File: src/rtl/predictor_pkg.sv
// Shared types and constants for the local 2-bit branch pattern table controller.
package predictor_pkg;

  typedef enum logic [1:0] {INIT, IDLE, UPD_RD, UPD_WR} state_t;

  localparam logic [1:0] WEAK_NT = 2'b01;
  localparam logic [1:0] SAT_MAX = 2'b11;
  localparam logic [1:0] SAT_MIN = 2'b00;

  function automatic logic [1:0] sat_update(input logic [1:0] cur, input logic taken);
    if (taken) return (cur == SAT_MAX) ? SAT_MAX : cur + 2'd1;
    else       return (cur == SAT_MIN) ? SAT_MIN : cur - 2'd1;
  endfunction

endpackage

File: src/rtl/predictor_update_fifo.sv
// Training-update FIFO; full/empty derived from an occupancy count, pointers wrap modulo DEPTH.
module predictor_update_fifo #(
  parameter int DEPTH = 4,
  parameter int WIDTH = 13
) (
  input  logic             clk,
  input  logic             rst,
  input  logic             push,
  input  logic             pop,
  input  logic [WIDTH-1:0] wdata,
  output logic [WIDTH-1:0] rdata,
  output logic             full,
  output logic             empty
);

  localparam int PW = $clog2(DEPTH);
  localparam int CW = PW + 1;

  logic [WIDTH-1:0] mem [DEPTH];
  logic [PW-1:0]    wr_ptr;
  logic [PW-1:0]    rd_ptr;
  logic [CW-1:0]    count;
  logic             do_push;
  logic             do_pop;

  assign do_push = push && !full;
  assign do_pop  = pop && !empty;
  assign full    = (count == CW'(DEPTH));
  assign empty   = (count == '0);
  assign rdata   = mem[rd_ptr];

  always_ff @(posedge clk or posedge rst) begin
    if (rst) begin
      wr_ptr <= '0;
      rd_ptr <= '0;
      count  <= '0;
    end else begin
      if (do_push) wr_ptr <= wr_ptr + PW'(1);
      if (do_pop)  rd_ptr <= rd_ptr + PW'(1);
      case ({do_push, do_pop})
        2'b10:   count <= count + CW'(1);
        2'b01:   count <= count - CW'(1);
        default: count <= count;
      endcase
    end
  end

  always_ff @(posedge clk) begin
    if (do_push) mem[wr_ptr] <= wdata;
  end

endmodule

File: src/rtl/predictor_ctrl.sv
// Single-port branch pattern table controller: init sweep, lookup/RMW-update arbitration, prediction.
// Optional PREDICTOR_STATS_EN builds lookup/update/forced-grant counters behind the stat* ports.
module predictor_ctrl
  import predictor_pkg::*;
#(
  parameter int LOCAL_WIDTH  = 12,
  parameter int UPD_DEPTH    = 4,
  parameter int STARVE_LIMIT = 8
) (
  input  logic                   clockIn,
  input  logic                   resetIn,
  input  logic                   lookupValid,
  input  logic [31:0]            lookupAddr,
  output logic                   lookupReady,
  output logic                   jumpValid,
  output logic                   jump,
  input  logic                   updateValid,
  input  logic [31:0]            updateAddr,
  input  logic                   taken,
  output logic                   updateReady,
  output logic                   initDone,
  output logic                   tableEn,
  output logic                   tableWe,
  output logic [LOCAL_WIDTH-1:0] tableIdx,
  output logic [1:0]             tableWData,
  input  logic [1:0]             tableRData,
  output logic [31:0]            statLookups,
  output logic [31:0]            statUpdates,
  output logic [31:0]            statForced
);

  localparam int SW = $clog2(STARVE_LIMIT + 1);
  localparam int EW = LOCAL_WIDTH + 1;
  localparam logic [LOCAL_WIDTH-1:0] LAST_IDX = '1;

  state_t                 state, state_nxt;
  logic [LOCAL_WIDTH-1:0] sweep_idx;
  logic [SW-1:0]          starve_cnt;
  logic                   starve_hit;
  logic                   init_done_r;
  logic                   jump_vld_p1;
  logic                   jump_hold;
  logic [1:0]             rdata_p1;
  logic [LOCAL_WIDTH-1:0] lk_idx;
  logic [EW-1:0]          head;
  logic                   fifo_full, fifo_empty, fifo_push, fifo_pop;
  logic                   upd_grant, lk_grant;
  logic                   unused_addr;

  assign lk_idx      = lookupAddr[LOCAL_WIDTH+1:2];
  assign starve_hit  = (starve_cnt == SW'(STARVE_LIMIT));
  assign fifo_push   = updateValid && !fifo_full;
  assign updateReady = !fifo_full;
  assign initDone    = init_done_r;
  assign jumpValid   = jump_vld_p1;
  assign jump        = jump_vld_p1 ? (tableRData > WEAK_NT) : jump_hold;
  assign unused_addr = ^{lookupAddr[31:LOCAL_WIDTH+2], lookupAddr[1:0],
                         updateAddr[31:LOCAL_WIDTH+2], updateAddr[1:0]};

  predictor_update_fifo #(
    .DEPTH (UPD_DEPTH),
    .WIDTH (EW)
  ) u_fifo (
    .clk   (clockIn),
    .rst   (resetIn),
    .push  (fifo_push),
    .pop   (fifo_pop),
    .wdata ({updateAddr[LOCAL_WIDTH+1:2], taken}),
    .rdata (head),
    .full  (fifo_full),
    .empty (fifo_empty)
  );

  always_comb begin
    state_nxt   = state;
    tableEn     = 1'b0;
    tableWe     = 1'b0;
    tableIdx    = '0;
    tableWData  = '0;
    lookupReady = 1'b0;
    upd_grant   = 1'b0;
    lk_grant    = 1'b0;
    fifo_pop    = 1'b0;
    case (state)
      INIT: begin
        tableEn    = 1'b1;
        tableWe    = 1'b1;
        tableIdx   = sweep_idx;
        tableWData = WEAK_NT;
        if (sweep_idx == LAST_IDX) state_nxt = IDLE;
      end
      IDLE: begin
        if (!fifo_empty && (!lookupValid || starve_hit)) begin
          upd_grant = 1'b1;
          tableEn   = 1'b1;
          tableIdx  = head[EW-1:1];
          state_nxt = UPD_RD;
        end else begin
          lookupReady = 1'b1;
          if (lookupValid) begin
            lk_grant = 1'b1;
            tableEn  = 1'b1;
            tableIdx = lk_idx;
          end
        end
      end
      UPD_RD: state_nxt = UPD_WR;
      UPD_WR: begin
        tableEn    = 1'b1;
        tableWe    = 1'b1;
        tableIdx   = head[EW-1:1];
        tableWData = sat_update(rdata_p1, head[0]);
        fifo_pop   = 1'b1;
        state_nxt  = IDLE;
      end
      default: state_nxt = INIT;
    endcase
    // Reset parks in INIT; keep the RAM port quiet until reset is released.
    if (resetIn) begin
      tableEn = 1'b0;
      tableWe = 1'b0;
    end
  end

  always_ff @(posedge clockIn or posedge resetIn) begin
    if (resetIn) begin
      state       <= INIT;
      sweep_idx   <= '0;
      starve_cnt  <= '0;
      init_done_r <= 1'b0;
      jump_vld_p1 <= 1'b0;
      jump_hold   <= 1'b0;
    end else begin
      state       <= state_nxt;
      jump_vld_p1 <= lk_grant;
      if (state == INIT) sweep_idx <= sweep_idx + LOCAL_WIDTH'(1);
      if (state == INIT && sweep_idx == LAST_IDX) init_done_r <= 1'b1;
      if (upd_grant) starve_cnt <= '0;
      else if (lk_grant) begin
        if (fifo_empty)      starve_cnt <= '0;
        else if (!starve_hit) starve_cnt <= starve_cnt + SW'(1);
      end
      if (jump_vld_p1) jump_hold <= (tableRData > WEAK_NT);
    end
  end

  // p1: table read data captured in UPD_RD for the UPD_WR modify
  always_ff @(posedge clockIn) begin
    if (state == UPD_RD) rdata_p1 <= tableRData;
  end

`ifdef PREDICTOR_STATS_EN
  logic [31:0] lookups_cnt, updates_cnt, forced_cnt;

  always_ff @(posedge clockIn or posedge resetIn) begin
    if (resetIn) begin
      lookups_cnt <= '0;
      updates_cnt <= '0;
      forced_cnt  <= '0;
    end else begin
      if (lk_grant)                 lookups_cnt <= lookups_cnt + 32'd1;
      if (state == UPD_WR)          updates_cnt <= updates_cnt + 32'd1;
      if (upd_grant && lookupValid) forced_cnt  <= forced_cnt + 32'd1;
    end
  end

  assign statLookups = lookups_cnt;
  assign statUpdates = updates_cnt;
  assign statForced  = forced_cnt;
`else
  assign statLookups = '0;
  assign statUpdates = '0;
  assign statForced  = '0;
`endif

endmodule

File: config.mk
export PLATFORM = sky130hd
export DESIGN_NAME = predictor_ctrl
export DESIGN_NICKNAME = d
export VERILOG_FILES = /design/src/rtl/predictor_pkg.sv /design/src/rtl/predictor_update_fifo.sv /design/src/rtl/predictor_ctrl.sv
export SDC_FILE = /design/constraint.sdc
export NUM_CORES = 1
export LEC_CHECK = 0
export CAP_MARGIN = 20
export CORE_ASPECT_RATIO = 0.75
export CORE_MARGIN = 4
export CORE_UTILIZATION = 39
export DETAILED_ROUTE_END_ITERATION = 10
export GPL_ROUTABILITY_DRIVEN = 0
export PLACE_DENSITY = 0.86
export SLEW_MARGIN = 15
export SYNTH_ARGS = -nofsm -noshare
export SYNTH_HDL_FRONTEND = slang
export SYNTH_SLANG_ARGS = --single-unit
File: constraint.sdc
create_clock -name clockIn -period 2.3 [get_ports clockIn]
set_input_delay 0.69 -clock clockIn [delete_from_list [all_inputs] [get_ports clockIn]]
set_output_delay 0.69 -clock clockIn [all_outputs]
set_load 0.03 [all_outputs]
==> run_1/final_clocks.png <==
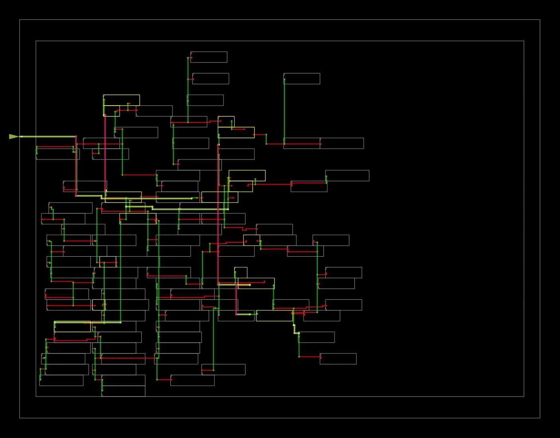
FFs & Latches: 82
clock latency of the later-clocked register in the worst-skew pair: 0.34 ns
clock-net power: 1.44 mW
number of clock buffers in the layout: 9
clock tree skew after final layout: 0.00551 ns

==> run_1/registers.png <==
Other sequential cells in the stronger grey, the rest of the logic in the fainter grey.
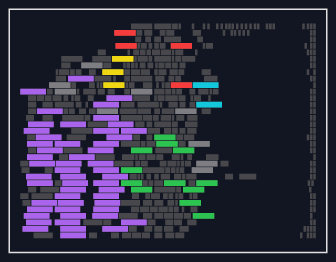
colour	name in the netlist	placed flops
red	`starve_cnt`	4
yellow	`u_fifo.count`	3
cyan	`rdata_p1`	2
green	`sweep_idx`	12
purple	`u_fifo.mem`	52

==> commit_impl_results.txt, run 1 <==
Add synthesis and place-and-route results

* Worst rel slew slack: 66.7%
- Final-layout setup total negative slack: -6.20 ns
- CTS added clock buffers totalling 9.
* Core region area: about 11000 um2
- Top post-synthesis cells by area: edfxtp_1 (36%), buf_4 (16%), dfrtp_1 (16%), mux4_2 (6.6%), ha_1 (3.9%)
* Layout overhead on the synthesized area: 25.2%
- The checks that failed: setup timing.
- Hold Vio Cnt, Final: 0
- Wire length reported by the detailed router: around 9600 um
- The final layout report lists a filler cell count of 900.
* Most common reg cell: edfxtp_1
- Overall global routing resource usage: 13.9%
- The cell type that accounts for the most area after synthesis is edfxtp_1.
- Most repeated cell in the gate-level netlist after synthesis: buf_4
- CTS tree: done
- Count of state elements after synthesis: 82
- Async set or reset register ratio after synthesis: 34.1%
* Share of the yosys chip area belonging to registers: 52.1%
* Pin count of the biggest net entering global routing: 29
- Endpoint class of the critical path: primary output
- The worst setup path is of the reg -> out kind.
- Outcome: finished with violations
- Detailed routing inserted a total of approximately 2800 vias.
* Net total in the final layout: 528
- Maximum ir drop on the vdd rail: 0.791 mV
* Routed length per instance: 16.3 um
- Via count of the first global-routing pass: 2679
- Once layout is done, the placed cells without fillers occupy 5580 um2.
- Count of flip-flops with a built-in enable after synthesis: 54
- The first routing iteration left 117 violations.
- Drc violations: 0
- Synth cell count leaders: buf_4 (97), edfxtp_1 (54), dfrtp_1 (28)
- The count of nets left with antenna violations once routing finished came out at 0.
* DP HPWL: around 6700 um
* Area reported by Yosys stat: 4460 um2
- Length of the first detailed-routing pass in iterations: 4
- In this run the mean area of a mapped cell was ~13 um2.
- The analysis attributes to cell leakage a power of between 2 and 2.5 nW.
- Area share of the leading cell type in the synthesized netlist: 36.4%
* Total number of warnings across the stage logs: 78
- Overflow after GRT: 0
- Area of the die: 13200 um2
- The longest clock path from root to sink contains 2 buffers.
- Measured along the x axis, the die boundary spans 131 um.
* Rows: 33
* N_diodes: 0
- Per the CTS log, the root buffer master is clkbuf_16.
- After clock tree synthesis, the clock-pin slew on the worst setup and hold paths is 0.07 ns.
- Fraction of layout cells with a size suffix above 1: 31.3%
* Pre-CTS setup slack: -0.656 ns
* Transition at the pin with the smallest max-transition slack: 0.493 ns
* Number of standard cells reported by yosys: 342
- Measured along the y axis, the die boundary spans 101 um.
- Setup repair after global routing could not meet its margin everywhere.
- Number of unique standard cell types used by synthesis: 44
* Placement-stage cell area: 5070 um2
- Number of port buffers: 51
- The report shows a maximum critical-path fanout of 13.
* Initial antenna violation count: 0
- Setup slack of the most critical reg-to-reg path: 0.10 ns
- Core Util at FP: between 40% and 50%
- Count of final max-slew check failures: 0
- Endpoints with negative setup slack in the final report add up to 15.
* Average vias per placed instance: 4.70
* Yosys warning total: 0
- Critical path launch point type: flop
* Clock period minus final worst setup slack: 2.79 ns
- On the critical path the data arrives at approximately 2.1 ns.
- The clock tree synthesis step divided the H-tree into 3 levels.
- The script computed a power per unit cell area of 1390 nW/um2.
- After technology mapping, the gate count stands at around 340.
* First-pass GRT wire length: 14300 um
- In this run the count of I/O pins placed on the die edge is 188.
- Fin worst setup slack: -0.490 ns
- Netlist area before placement: 4460 um2
- Required time of the critical path: 1.61 ns
* Timing-limited maximum frequency: ~360 MHz
* Final worst path period share: 121%
- Sinks on the clock net: 82
- The report counts max-capacitance violations totalling 0.
- Note that the worst hold path type here is reg -> reg.
==> run_1/gate_families.png <==
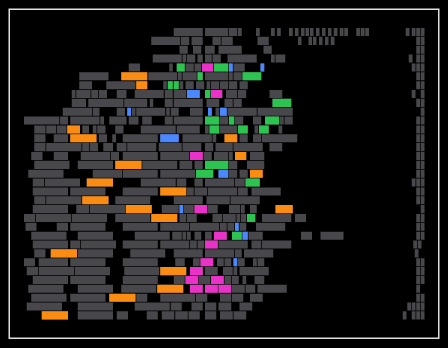
colour	family	cells
magenta	AND-OR and OR-AND gates	13
orange	multiplexers	19
green	inverting AOI/OAI gates	19
blue	NOR gates	12

==> run 1: logic make-up after synthesis <==
group / count (synthesis) / synth area share, %
multiplexers: 19 / 8.02
other: 1 / 0.0841
buffers and inverters: 121 / 18.9
flip-flops: 82 / 52.1
XOR/XNOR: 17 / 3.34
AND/OR/NAND/NOR: 54 / 6.65
AND-OR/OR-AND: 32 / 6.31
adder cells (fa/ha/maj): 16 / 4.63
==> run 1: metrics by stage <==
step,hold WS (ns),power (mW),utilization [%],instances
detailed placement,0.482,5.89,45.8,562
finish,0.497,7.77,50.5,587
global placement,0.474,5.74,45.8,562
global route,0.508,8.15,50.5,587
CTS,0.499,7.59,49.6,582
floorplan,0.459,4.55,-,437
==> run 1: placed cells by master (no fill, tap or decap), types with 11 or more instances in the layout <==
cell / synthesis / routed
buf_4: 97 / 43
inv_1: 18 / 13
mux4_2: 13 / 13
buf_6: 3 / 13
xnor2_1: 11 / 11
a221o_2: 8 / 11
and2_1: 12 / 11
clkdlybuf4s50_1: 0 / 30
dfrtp_1: 28 / 28
conb_1: 1 / 96
edfxtp_1: 54 / 54
==> run 1: critical path, stage by stage (launching register included) <==
cell and delay, ns:
dfrtp_1 0.44, buf_12 0.19, mux4_2 0.53, a221o_2 0.44
buf_6 0.15
==> run 1: metal layers <==
metal / track usage, % / share of wire [%]
met1: 16.2 / 39
met2: 25.4 / 53
met3: 3.34 / 5.9
met4: 5.25 / 2.3
met5: 0 / 0
==> run 1: area by class of cell <==
class                   count  area, um2  area share, %
inverters                  18       67.6           1.21
multi-input cells         235       1780           31.8
flip-flops and latches     82       2320           41.6
well taps                 140        175           3.14
repair buffers             96        937           16.8
clock buffers               9        225           4.03
clock inverters             7       78.8           1.41
==> run 1: state kept, by name, indices dropped and copies added, names as in the netlist <==
register       cells
initDone           1
jumpValid          1
jump_hold          1
rdata_p1           2
starve_cnt         4
state              2
sweep_idx         12
u_fifo.count       3
u_fifo.mem        52
u_fifo.rd_ptr      2
u_fifo.wr_ptr      2
==> run 1: path summary, 6_finish.rpt <==
check | from | end | cells past startpoint
max in group asynchronous | resetIn | initDone$_DFFE_PP0P_ | 3
min | sweep_idx[11]$_DFFE_PP0N_ | sweep_idx[11]$_DFFE_PP0N_ | 1
min in group asynchronous | resetIn | starve_cnt[3]$_DFFE_PP0P_ | 3
max reg2reg | state[0]$_DFFE_PP0P_ | u_fifo.count[2]$_DFFE_PP0P_ | 11
max | u_fifo.rd_ptr[0]$_DFFE_PP0P_ | tableIdx[1] | 4
min reg2reg | sweep_idx[11]$_DFFE_PP0N_ | sweep_idx[11]$_DFFE_PP0N_ | 1
==> run 1: power breakdown <==
group          total, mW  switching, mW  internal (mW)
Clock               1.44          0.662          0.777
Sequential          2.20          0.228           1.97
Combinational       4.13           2.18           1.95
Total               7.77           3.07           4.70
==> run 1: timing repair <==
action,in CTS,in global routing
gates cloned,1,0
resized,31,17
pin swaps,12,7
setup buffers,3,5
endpoints found under the setup margin,19,19
hold buffers,0,0
==> inputs of run 2 (changes only) <==
--- a/config.mk
+++ b/config.mk
@@ -11,6 +11,7 @@
 export CORE_UTILIZATION = 39
 export DETAILED_ROUTE_END_ITERATION = 10
 export GPL_ROUTABILITY_DRIVEN = 0
+export HOLD_SLACK_MARGIN = 0.15
 export PLACE_DENSITY = 0.86
 export SLEW_MARGIN = 15
 export SYNTH_ARGS = -nofsm -noshare
==> run_2/final_clocks.png <==
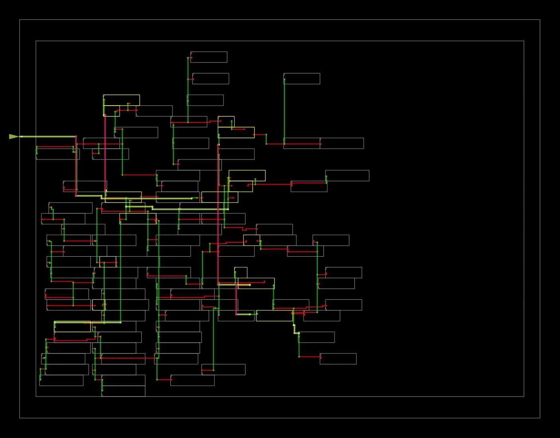
sinks on the clock net: 82
number of buffers inserted during clock tree synthesis: 9

==> run_2/pdn.png <==
Pins as bars on the die edge.
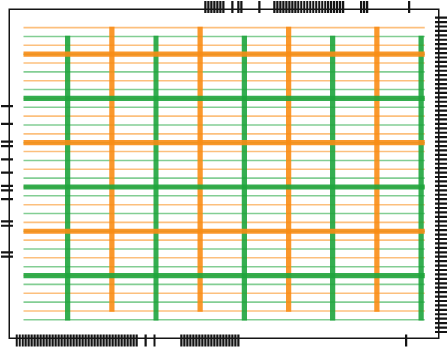
colour	net
green	VSS
orange	VDD
signal pins	188
rows	33

==> run 2 against run 1 <==
Effect of this change:
- largest power group unchanged
- largest cell class unchanged
- first-iteration DRC count unchanged
- die area unchanged
- final cell count unchanged
- wire length unchanged
- the flow still finishes with violations (setup timing)
- setup slack unchanged
- clock skew unchanged
- highest routed layer unchanged
- register-to-register slack about the same
==> commit_impl_results.txt, run 2 <==
Add synthesis and place-and-route results

* First-pass GRT wire length: 14300 um (unchanged)
- The violation count after the first detailed-routing iteration was 117 (unchanged).
- The average via count per standard cell came to 4.70 (unchanged).
* Power density normalized to cell area: 1390 nW/um2 (unchanged)
- Area share of and/or/nand/nor cells after synthesis: 6.65% (unchanged)
- Post-synthesis share of cell area spent on and-or and or-and gates: 6.31% (unchanged)
- The fraction of layout instances using a drive strength above 1 was 31.3% (unchanged).
- The area fraction in mux cells came to 8.02% (unchanged).
- The worst setup path is captured at a primary output.
- Count of state elements after synthesis: 82 (unchanged)
* Area fraction in full adders, half adders and majority gates: 4.63% (unchanged)
- The transition time at the pin with the least slew margin is 0.493 ns (unchanged).
- The final-report setup violation count is 15 (unchanged).
- Max_cap viols: 0 (unchanged)
- The largest total area in the synthesized netlist belongs to edfxtp_1.
- Final worst path period share: 121% (unchanged)
- Worst rel slew slack: 66.7% (unchanged)
* Count of flip-flops with a built-in enable after synthesis: 54 (unchanged)
* Clock period minus final worst setup slack: 2.79 ns (unchanged)
- Pin count of the biggest net entering global routing: 29 (unchanged)
* Most repeated cell in the gate-level netlist after synthesis: buf_4
- Rows: 33 (unchanged)
- The fraction of post-synthesis cell area in the top cell type by area was 36.4% (unchanged).
- The full die area is 13200 um2 (unchanged).
- The worst hold slack came to 0.497 ns (unchanged).
- Area fraction in xor and xnor cells: 3.34% (unchanged)
- The clock network latency to the later pin of the worst-skew pair is 0.34 ns (about the same).
- The worst setup margin is -0.490 ns (unchanged).
- The largest fanout of any net on the critical path is 13 (unchanged).
* Root buf cell: clkbuf_16
- The maximum number of buffers from clock root to sink was 2 (unchanged).
- The library cell used most frequently in the layout, excluding fill and tap cells, is conb_1.
- N_diodes: 0 (unchanged)
* Layout overhead on the synthesized area: 25.2% (unchanged)
* DP HPWL: 6700 um (unchanged)
* Class of the tightest hold or removal check: reg -> reg
- Looking at the setup timing report, the critical path kind is reg -> out.
* Static leakage: 2.37 nW (unchanged)
* Overflow after GRT: 0 (unchanged)
- The initial antenna violation count is 0 (unchanged).
- The number of warnings printed during yosys synthesis is 0 (unchanged).
* Final-layout setup total negative slack: -6.20 ns (unchanged)
* Failing checks: setup timing
- The combined area of all synthesized cells came to 4460 um2 (unchanged).
- CP arrival: 2.10 ns (about the same)
- The average cell area after synthesis came to 13.0 um2 (unchanged).
- The most common logic cells in the final layout are conb_1 (96), edfxtp_1 (54), buf_4 (43).
- Core Util at FP: 40.3% (unchanged)
* Outcome: finished with violations
- The via count of the routed design came to 2760 (unchanged).
* Pre-CTS setup slack: -0.656 ns (unchanged)
- The OpenROAD warning count came to 78 (unchanged).
* Required time of the critical path: 1.61 ns (about the same)
- Die W: 131 um (unchanged)
- The number of filler cells placed in the layout was 900 (unchanged).
* Number of port buffers: 51 (unchanged)
- The chip height was 101 um (unchanged).
-- run 2: path summary, 6_finish.rpt --
check	startpoint	to	slack, ns	depth (start not counted)
max	u_fifo.rd_ptr[0]$_DFFE_PP0P_	tableIdx[1]	-0.49	4
min	sweep_idx[11]$_DFFE_PP0N_	sweep_idx[11]$_DFFE_PP0N_	0.50	1
max reg2reg	state[0]$_DFFE_PP0P_	u_fifo.count[2]$_DFFE_PP0P_	0.10	11
min reg2reg	sweep_idx[11]$_DFFE_PP0N_	sweep_idx[11]$_DFFE_PP0N_	0.50	1
max in group asynchronous	resetIn	initDone$_DFFE_PP0P_	1.21	3
min in group asynchronous	resetIn	starve_cnt[3]$_DFFE_PP0P_	0.81	3
-- run 2: routing by layer --
metal	track usage, %	up-vias	wire (um)
met5	0	-	0
met4	5.25	0	221
met3	3.34	19	560
met2	25.4	156	5080
met1	16.2	1359	3690
li1	-	1226	-
-- run 2: final cells by class --
type	instances	area [um2]	share of cell area [%]
repair buffers	96	937	16.8
flip-flops and latches	82	2320	41.6
well taps	140	175	3.14
clock inverters	7	78.8	1.41
inverters	18	67.6	1.21
multi-input cells	235	1780	31.8
clock buffers	9	225	4.03
-- run 2: logic make-up (layout without fill, tap and decap cells) --
family | count (synthesis) | count (layout)
buffers and inverters | 121 | 130
flip-flops | 82 | 82
AND/OR/NAND/NOR | 54 | 55
AND-OR/OR-AND | 32 | 32
multiplexers | 19 | 19
XOR/XNOR | 17 | 17
adder cells (fa/ha/maj) | 16 | 16
other | 1 | 96
-- run 2: stage by stage --
stage | utilization, % | cells | instance area (um2)
2_1_floorplan | - | 437 | 4840
3_3_place_gp | 45.8 | 562 | 5070
3_5_place_dp | 45.8 | 562 | 5070
4_1_cts | 49.6 | 582 | 5490
5_1_grt | 50.5 | 587 | 5580
6_report | 50.5 | 587 | 5580
-- run 2: what timing repair did --
item,CTS,global route
gates resized,31,17
buffers inserted,3,5
pin swaps,12,7
endpoints found under the setup margin,19,19
gates cloned,1,0
-- run 2: critical path, cell delays in order (launching register included) --
cell and delay, ns:
dfrtp_1 0.44, buf_12 0.19, mux4_2 0.53, a221o_2 0.44, buf_6 0.15
-- run 2: where the power goes --
group          internal, mW  total, mW  switching, mW  leakage, nW
registers              1.97       2.20          0.228        0.849
clock network         0.777       1.44          0.662        0.151
logic                  1.95       4.13           2.18         1.37
==> inputs of run 3 (changes only) <==
--- a/config.mk
+++ b/config.mk
@@ -9,6 +9,7 @@
 export CORE_ASPECT_RATIO = 0.75
 export CORE_MARGIN = 4
 export CORE_UTILIZATION = 39
+export CTS_CLUSTER_DIAMETER = 80
 export DETAILED_ROUTE_END_ITERATION = 10
 export GPL_ROUTABILITY_DRIVEN = 0
 export HOLD_SLACK_MARGIN = 0.15
==> run_3/gate_families.png <==
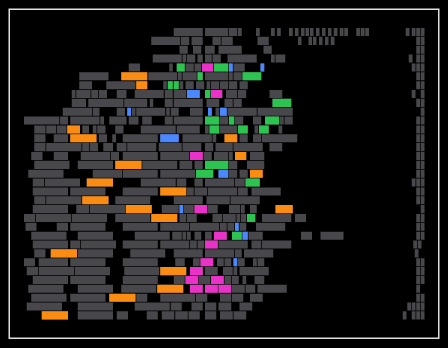
colour	family	cells
magenta	AND-OR and OR-AND gates	13
green	inverting AOI/OAI gates	19
orange	multiplexers	19
blue	NOR gates	12

==> run_3/pdn.png <==
Pins as bars on the die edge.
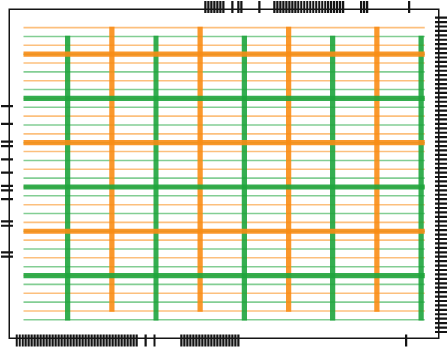
colour	net
green	VSS
orange	VDD
signal pins	188
rows	33

==> run 3 against run 2 <==
Effect of this change:
- the run still ends with setup timing left
- die area did not move
- power is the same
- flip-flop count did not move
- clock power is essentially flat
- clock skew did not move
- critical path type unchanged
- largest power group unchanged
- highest routed layer unchanged
==> commit_impl_results.txt, run 3 <==
Add synthesis and place-and-route results

- The total area of multi-input combinational cells was 1780 um2 (unchanged).
* Setup violators final: 15 (unchanged)
- Share of power burned in registers: 28.3% (about the same)
* Average vias per placed instance: 4.70 (unchanged)
- The number of port buffers was 51 (unchanged).
- The relative contribution of the clock network to total power was 18.5% (about the same).
- Total number of warnings across the stage logs: 78 (unchanged)
- Transition at the pin with the smallest max-transition slack: 0.493 ns (unchanged)
- The synthesized flop and latch total is 82 (unchanged).
- The worst hold slack came to 0.497 ns (unchanged).
- The count of library flops with an enable pin is 54 (unchanged).
* Layout overhead on the synthesized area: 25.2% (unchanged)
* Max_cap viols: 0 (unchanged)
* End of the critical path: tableIdx[1]
* Placement-stage cell area: 5070 um2 (unchanged)
- Sinks on the clock net: 82 (unchanged)
- Core Util at FP: 40.3% (unchanged)
* Vias post-DR: 2760 (unchanged)
- The share of the clock period used by the worst path after layout came to 121% (unchanged).
* Fillcell total: 900 (unchanged)
* Rows: 33 (unchanged)
- The final standard cell utilization of the core came to 50.5% (unchanged).
- The count of non-filler cells in the finished layout is 587 (unchanged).
- The worst setup margin was -0.490 ns (unchanged).
- Worst path slowest cell: mux4_2
- Class of the tightest hold or removal check: reg -> reg
* Reg2reg end: u_fifo.count[2]$_DFFE_PP0P_
- Netlist area before placement: 4460 um2 (unchanged)
- The clock network latency to the later pin of the worst-skew pair was 0.34 ns (about the same).
* Clock period minus final worst setup slack: 2.79 ns (unchanged)
- Highest-count logic cell in the final layout: conb_1
- Pre-CTS setup slack: -0.656 ns (unchanged)
- The leakage dissipation is 2.37 nW (unchanged).
- The fraction of post-synthesis cell area in the top cell type by area was 36.4% (unchanged).
* First-pass GRT wire length: 14300 um (unchanged)
- The global route total overflow was 0 (unchanged).
- Logic gate share of total power: 53.2% (about the same)
- Per the synthesis report, the dominant area consumer among library cells is edfxtp_1.
- Outcome: finished with violations
* Area of the die: 13200 um2 (unchanged)
* CP Max Fanout: 13 (unchanged)
- The detailed-placement wirelength estimate is 6700 um (unchanged).
- The initial antenna violation count came to 0 (unchanged).
* Area occupied by registers: 2320 um2 (unchanged)
- The checks that failed: setup timing.
- The arrival time reported for the critical path endpoint came to 2.10 ns (about the same).
- OpenSTA lists the critical path startpoint as u_fifo.rd_ptr[0]$_DFFE_PP0P_.
- The post-placement cell count is 562 (unchanged).
- The maximum number of pins on one net before global-route repair was 29 (unchanged).
- Buffer depth of the longest clock path: 2 (unchanged)
- The post-route cell area came to 5580 um2 (unchanged).
- The data required time of the critical path is 1.61 ns (about the same).
* Worst rel slew slack: 66.7% (unchanged)
- Endpoint class of the critical path: primary output
- Highest-count cells in the layout ignoring fill and taps: conb_1 (96), edfxtp_1 (54), buf_4 (43)
- Post-synthesis area per instance: 13.0 um2 (unchanged)
- The final antenna diode count is 0 (unchanged).
* Internal: 4.70 mW (unchanged)
- The violation count after the first detailed-routing iteration was 117 (unchanged).
- In this run the critical register-to-register path is launched from state[0]$_DFFE_PP0P_.
- The chip height is 101 um (unchanged).
-- run 3: cell counts after synthesis --
Identical to the previous run, type by type.
-- run 3: timing repair --
item / 4_1_cts / 5_1_grt
buffers inserted: 3 / 5
setup endpoints to repair: 19 / 19
endpoints found under the hold margin: 0 / 0
resized: 31 / 17
cloned: 1 / 0
pin swaps: 12 / 7
-- run 3: area by class of cell --
type / count / share of cell area [%]
tap: 140 / 3.14
sequential: 82 / 41.6
multi-input combinational: 235 / 31.8
clock inverter: 7 / 1.41
clock buffer: 9 / 4.03
timing repair buffer: 96 / 16.8
inverter: 18 / 1.21
-- run 3: through the flow --
stage | power, mW | setup TNS [ns]
after floorplan | 4.55 | -0.945
after global placement | 5.74 | -7.87
after detailed placement | 5.89 | -8.21
after CTS | 7.59 | -6.12
after global routing | 8.15 | -7.21
final | 7.77 | -6.20
-- run 3: worst min path at each step --
stage,startpoint,endpoint,slack [ns],cells past startpoint
floorplan,sweep_idx[11]$_DFFE_PP0N_,sweep_idx[11]$_DFFE_PP0N_,0.46,1
finish,sweep_idx[11]$_DFFE_PP0N_,sweep_idx[11]$_DFFE_PP0N_,0.50,1
detailed placement,initDone$_DFFE_PP0P_,initDone$_DFFE_PP0P_,0.48,1
global route,sweep_idx[11]$_DFFE_PP0N_,sweep_idx[11]$_DFFE_PP0N_,0.51,1
global placement,initDone$_DFFE_PP0P_,initDone$_DFFE_PP0P_,0.47,1
CTS,sweep_idx[11]$_DFFE_PP0N_,sweep_idx[11]$_DFFE_PP0N_,0.50,1
-- run 3: worst max-delay path, delay by kind of cell (launching register included) --
kind                   cells  cell delay, ns
AOI/OAI and AO/OA          1            0.44
DFF                        1            0.44
muxes                      1            0.53
buffers and inverters      2            0.34
-- run 3: per-layer routing --
metal | up-vias | track usage, % | share of wire [%] | wire (um)
li1 | 1226 | - | - | -
met1 | 1359 | 16.2 | 39 | 3690
met2 | 156 | 25.4 | 53 | 5080
met3 | 19 | 3.34 | 5.9 | 560
met4 | 0 | 5.25 | 2.3 | 221
met5 | - | 0 | 0 | 0
-- run 3: power by group through the flow --
stage / clock network, mW / registers (mW) / logic, mW
5_1_grt: 1.55 / 2.23 / 4.38
3_3_place_gp: 0 / 2.16 / 3.58
4_1_cts: 1.47 / 2.18 / 3.94
6_report: 1.44 / 2.20 / 4.13
3_5_place_dp: 0 / 2.20 / 3.69
2_1_floorplan: 0 / 2.17 / 2.38
-- run 3: logic make-up after synthesis --
kind of cell | synth area share, %
AOI/OAI and AO/OA | 6.31
xor gates and xnor gates | 3.34
other | 0.0841
adders and majority gates | 4.63
muxes | 8.02
DFF | 52.1
and+or+nand+nor | 6.65
buffers and inverters | 18.9
Power and IR drop assume default switching activity.
